Design calc_input_ctrl_flat, sky130hd; sources not shown.
Run 1, pin map:
Pins as bars across the die edge, other pins in grey.
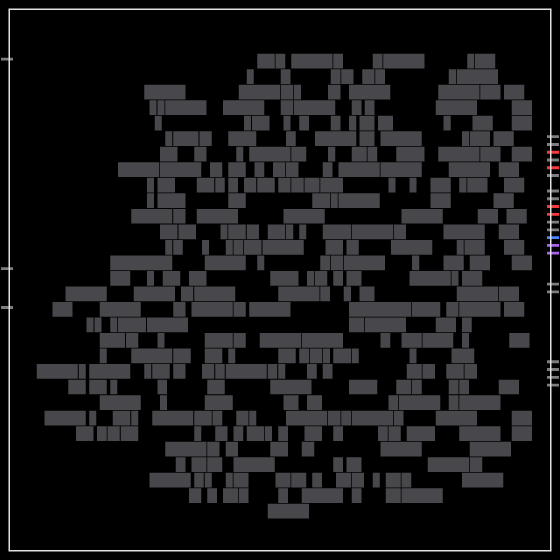
colour	port	pins	direction	edge
red	bus_sw	4	input	right
purple	bus_op	2	output	right
blue	bus_mode_change	1	output	right
all pins by edge	21 right, 3 left
die width: 94.6 um
Buffers on Ports: 23
die height: 94.6 um

Run 1, sequential cells grouped by signal name:
Bar = 20 um. Other sequential cells in the stronger grey, the rest of the logic in the fainter grey.
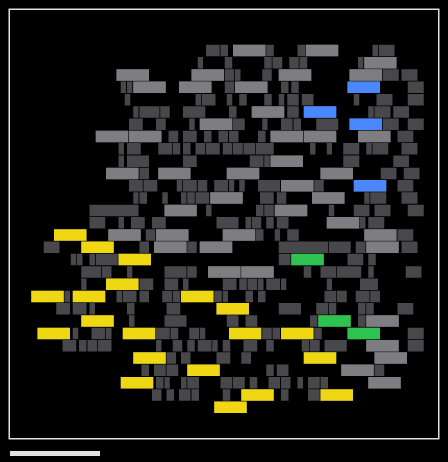
colour	name in the netlist	flops
green	u_core.state	3
yellow	u_core.u_enter.cnt	20
blue	u_core.bus.operand1	4
FF/Latch Area: 0.00138 mm2
Seq. pwr: 969 uW
Core Util, Final: 0.445
Seq/total area: 0.416

Run 1, gate-type map:
Bar = 20 um.
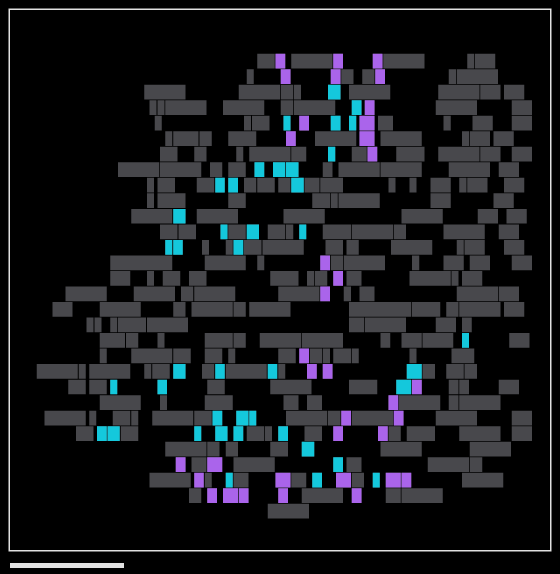
colour	family	cells
purple	inverting AOI/OAI gates	36
cyan	NAND gates	41
Comb/total area: 0.388
Layout Cells excl Fill: 426
most numerous logic cell after layout: dfxtp_1

==> flow_summary.ini, run 1 <==
; flow metrics
[logic_synthesis]
synth_nets = 307
largest_area_cell = dfxtp_1
synthesis.instances = 297
synthesis.area_mm2 = 0.00275
edf_count = 0
ys.flop_type = dfxtp_1
synth_cell_types = 31
ys_seq_frac = 0.503
netlist_top_cells_count = 69 x dfxtp_1, 39 x nor2_1, 19 x xor2_1, 18 x a21oi_1, 16 x nand3_1
yosys_area_mm2 = 0.00275
async_reset_ff_frac = 0

[sta]
whs_ps = 382
finalHoldViolations = 0
fin_crit_sh = 0.713
fmax_ghz = 0.492
worstMarginPinSlew_ps = 777
setup_slack_ps = 817
period_needed_ps = 2030
final-setup-viol-count = 0
finalMaxSlewViolations = 0

[route]
detail_route.iter0.violations = 121
wl_mm = 5.09
wl_met3_um = 274
firstDrtPassIters = 4
postRouteAntennaNets = 0
post-route-drc-count = 0
dr.max_layer_used = met4
met2_wirelength_mm = 2.23
drt-met1-wl_mm = 2.52

[global_routing]
grt_max_degree = 21
grt_overflow = 0
grt_antenna_before_repair = 0
globalRouteMet3Util = 0.0502
grt_util_met1 = 0.163
grt_busiest_layer = met2
grt_use_total = 0.130

[worst_setup_path]
cp.buffers_inverters = 1
crit_fanout = 2
critical_path.cell_chain = clkdlybuf4s50_1
r2r_slack_ps = 890
worstPathRequired_ps = 2000
cpPeakStageDelay_ps = 500
critPathSlowestCell = clkdlybuf4s50_1
crit_family = buffers and inverters
r2r_cells = 5
cp.arrival_ps = 1180
cp-end-kind = primary output
startpoint_type = register

[power_and_ir_drop]
p_int_mw = 1.52
pg_comb_uw = 30.0
powerClk_uw = 906
power_switching_share = 0.200
clock_power_share = 0.476
pwr-share-seq = 0.509
power.total_mw = 1.90

[min_path]
hold_depth = 1
holdCritPathClass = register to register

[layout]
area_growth_pct = 20.7
flop-count = 69
design_area_mm2 = 0.00332
fin_nets = 332
nonClkBufAreaFrac = 0.0807
antennaDiodeCount = 0
logic_area_mm2 = 0.00129
final-clk-cell-share = 0.0705
signal_buffers = 28
drive_above_1_share = 0.0734
logic_gate_count = 208

[die]
chip_area_mm2 = 0.00895
nWellTaps = 99
row_count = 31
core_util_floorplan = 0.369
ios = 24

[run]
drv_cap = 0
warning_count = 26

[clock_tree]
clock_tree.buffer_depth = 2
post-cts-setup-buffers = 0
cts_sinks = 69
clk_latency_ps = 340
clockRootBuffer = clkbuf_8

[placement]
place_inst = 410
gp_congestion = 0.752
post-place-ws_ps = 641
place_area_mm2 = 0.00308

[status]
status = finished, final reports clean
[run 1: placed cells by master (no fill, tap or decap), drive strengths merged, types with 7 or more instances in the layout]
cell type,synthesis,layout
o31ai,7,7
nand3,16,16
dfxtp,69,69
mux2i,11,11
a21oi,18,18
nor2,39,39
clkdlybuf4s50,0,23
or3,9,9
nand2,12,12
o21ai,11,11
nand4,11,11
or4,10,10
nor2b,10,10
xor2,19,19
clkbuf,10,11
[run 1: cell families after synthesis]
family                     Yosys count  synth area share
muxes                               12            0.0442
AOI/OAI and AO/OA                   36            0.0719
and+or+nand+nor                    133             0.264
xor gates and xnor gates            25            0.0797
buffers and inverters               20            0.0291
DFF                                 69             0.503
adders and majority gates            2           0.00910
Run 1, wiring by layer:
Only two layers are drawn.
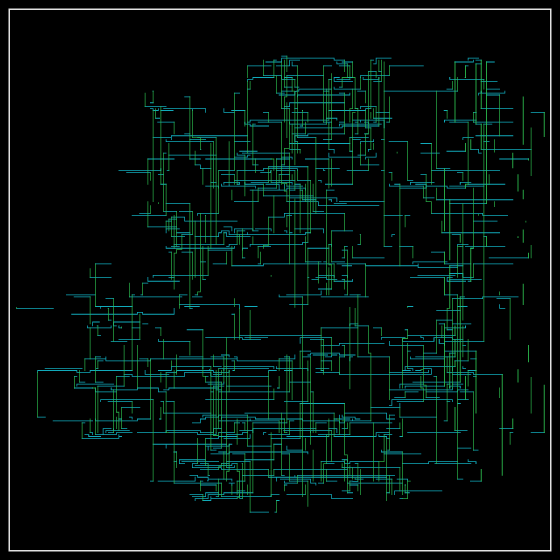

==> inputs of run 2 (changes only) <==
PLACE_DENSITY = 0.56   (was 0.54)
clock period = 1.7 ns   (was 2.85 ns; I/O delays follow)
Run 2, wiring by layer:
Only two layers are drawn.
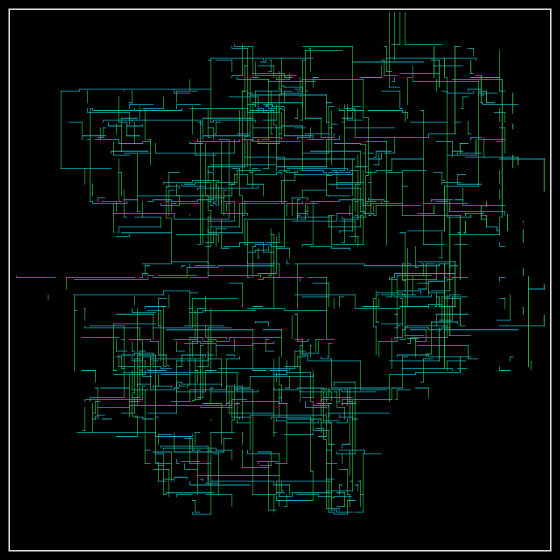
colour	layer	wire length
cyan	met1	2690 um
green	met2	2220 um
Avg WL per Cell: 11.4 um
DRT Wirelength: 5.22 mm
Tot GR Track Use: 0.128
vias: 2216

Run 2, gate-type map:
Bar = 20 um.
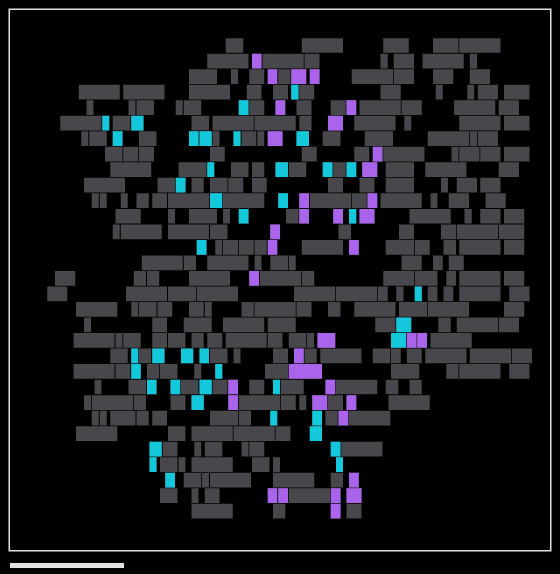
colour	family	cells
cyan	NAND gates	41
purple	inverting AOI/OAI gates	36
Layout Cells excl Fill: 458
Comb/total area: 0.366

==> flow_summary.ini, run 2 <==
; flow metrics
[run]
drv_cap = 0
warning_count = 29

[sta]
finalMaxSlewViolations = 0
whs_ps = 380
finalHoldViolations = 0
setup_slack_ps = -193
worstMarginPinSlew_ps = 347
final-setup-viol-count = 21

[logic_synthesis]
logic_family = simple AND/OR/NAND/NOR gates
async_reset_ff_frac = 0
synth_cell_types = 31
netlist_top_cells_count = 69 x dfxtp_1, 39 x nor2_1, 19 x xor2_1, 18 x a21oi_1, 16 x nand3_1
synthesis.instances = 297
simple_gate_share = 0.264
synthesis.area_mm2 = 0.00275
synthAoiAreaFrac = 0.0719
ys.flop_type = dfxtp_1

[layout]
drive_above_1_share = 0.162
lay_top_count = dfxtp_1

[die]
ios = 24
fp.dieW_um = 94.6
core_util_floorplan = 0.369
die_y_um = 94.6

[worst_setup_path]
critPathSlowestCell = or4_4
cp.arrival_ps = 2110
critical_path.cell_chain = or4_1 > or4_4 > o21ai_4 > buf_4 > nor2_1
cp.buffers_inverters = 1
r2r_cells = 5
r2r_slack_ps = -190

[status]
status = complete, but fails checks
violations = setup timing

[placement]
post-place-ws_ps = -190
io_buffers = 23
place_inst = 443

[global_routing]
grt_overflow = 0
grt_antenna_before_repair = 0
grt_util_met1 = 0.161
grt_busiest_layer = met2

[route]
post-route-drc-count = 0
detail_route.iter0.violations = 42
dr.max_layer_used = met4

[clock_tree]
cts_sinks = 69
post-cts-setup-buffers = 0
==> run 2: netlist changes by cell type in the layout (fill, tap and decap cells not counted), sizes merged <==
cell	delta
buf	+34
clkbuf	+2
clkinv	-2
dlymetal6s2s	+6
clkdlybuf4s50	-6
bufinv	-2
==> run 2: where the power goes <==
part	internal [mW]	switching, mW
sequential	1.62	0.00271
clock	0.671	0.538
combinational	0.0288	0.0271
==> run 2: cell type report <==
type	instances	area, um2
clock inverters	1	5.00
flip-flops and latches	69	1380
clock buffers	13	179
repair buffers	62	542
well taps	99	124
fillers	722	3890
multi-input cells	208	1300
inverters	6	22.5
==> run 2: repair_timing <==
action                     in CTS  in global routing
gates cloned                    1                  0
setup endpoints to repair      21                 27
gates resized                   5                  7
Power figures rest on the tool's default switching activity, not on a simulated workload.
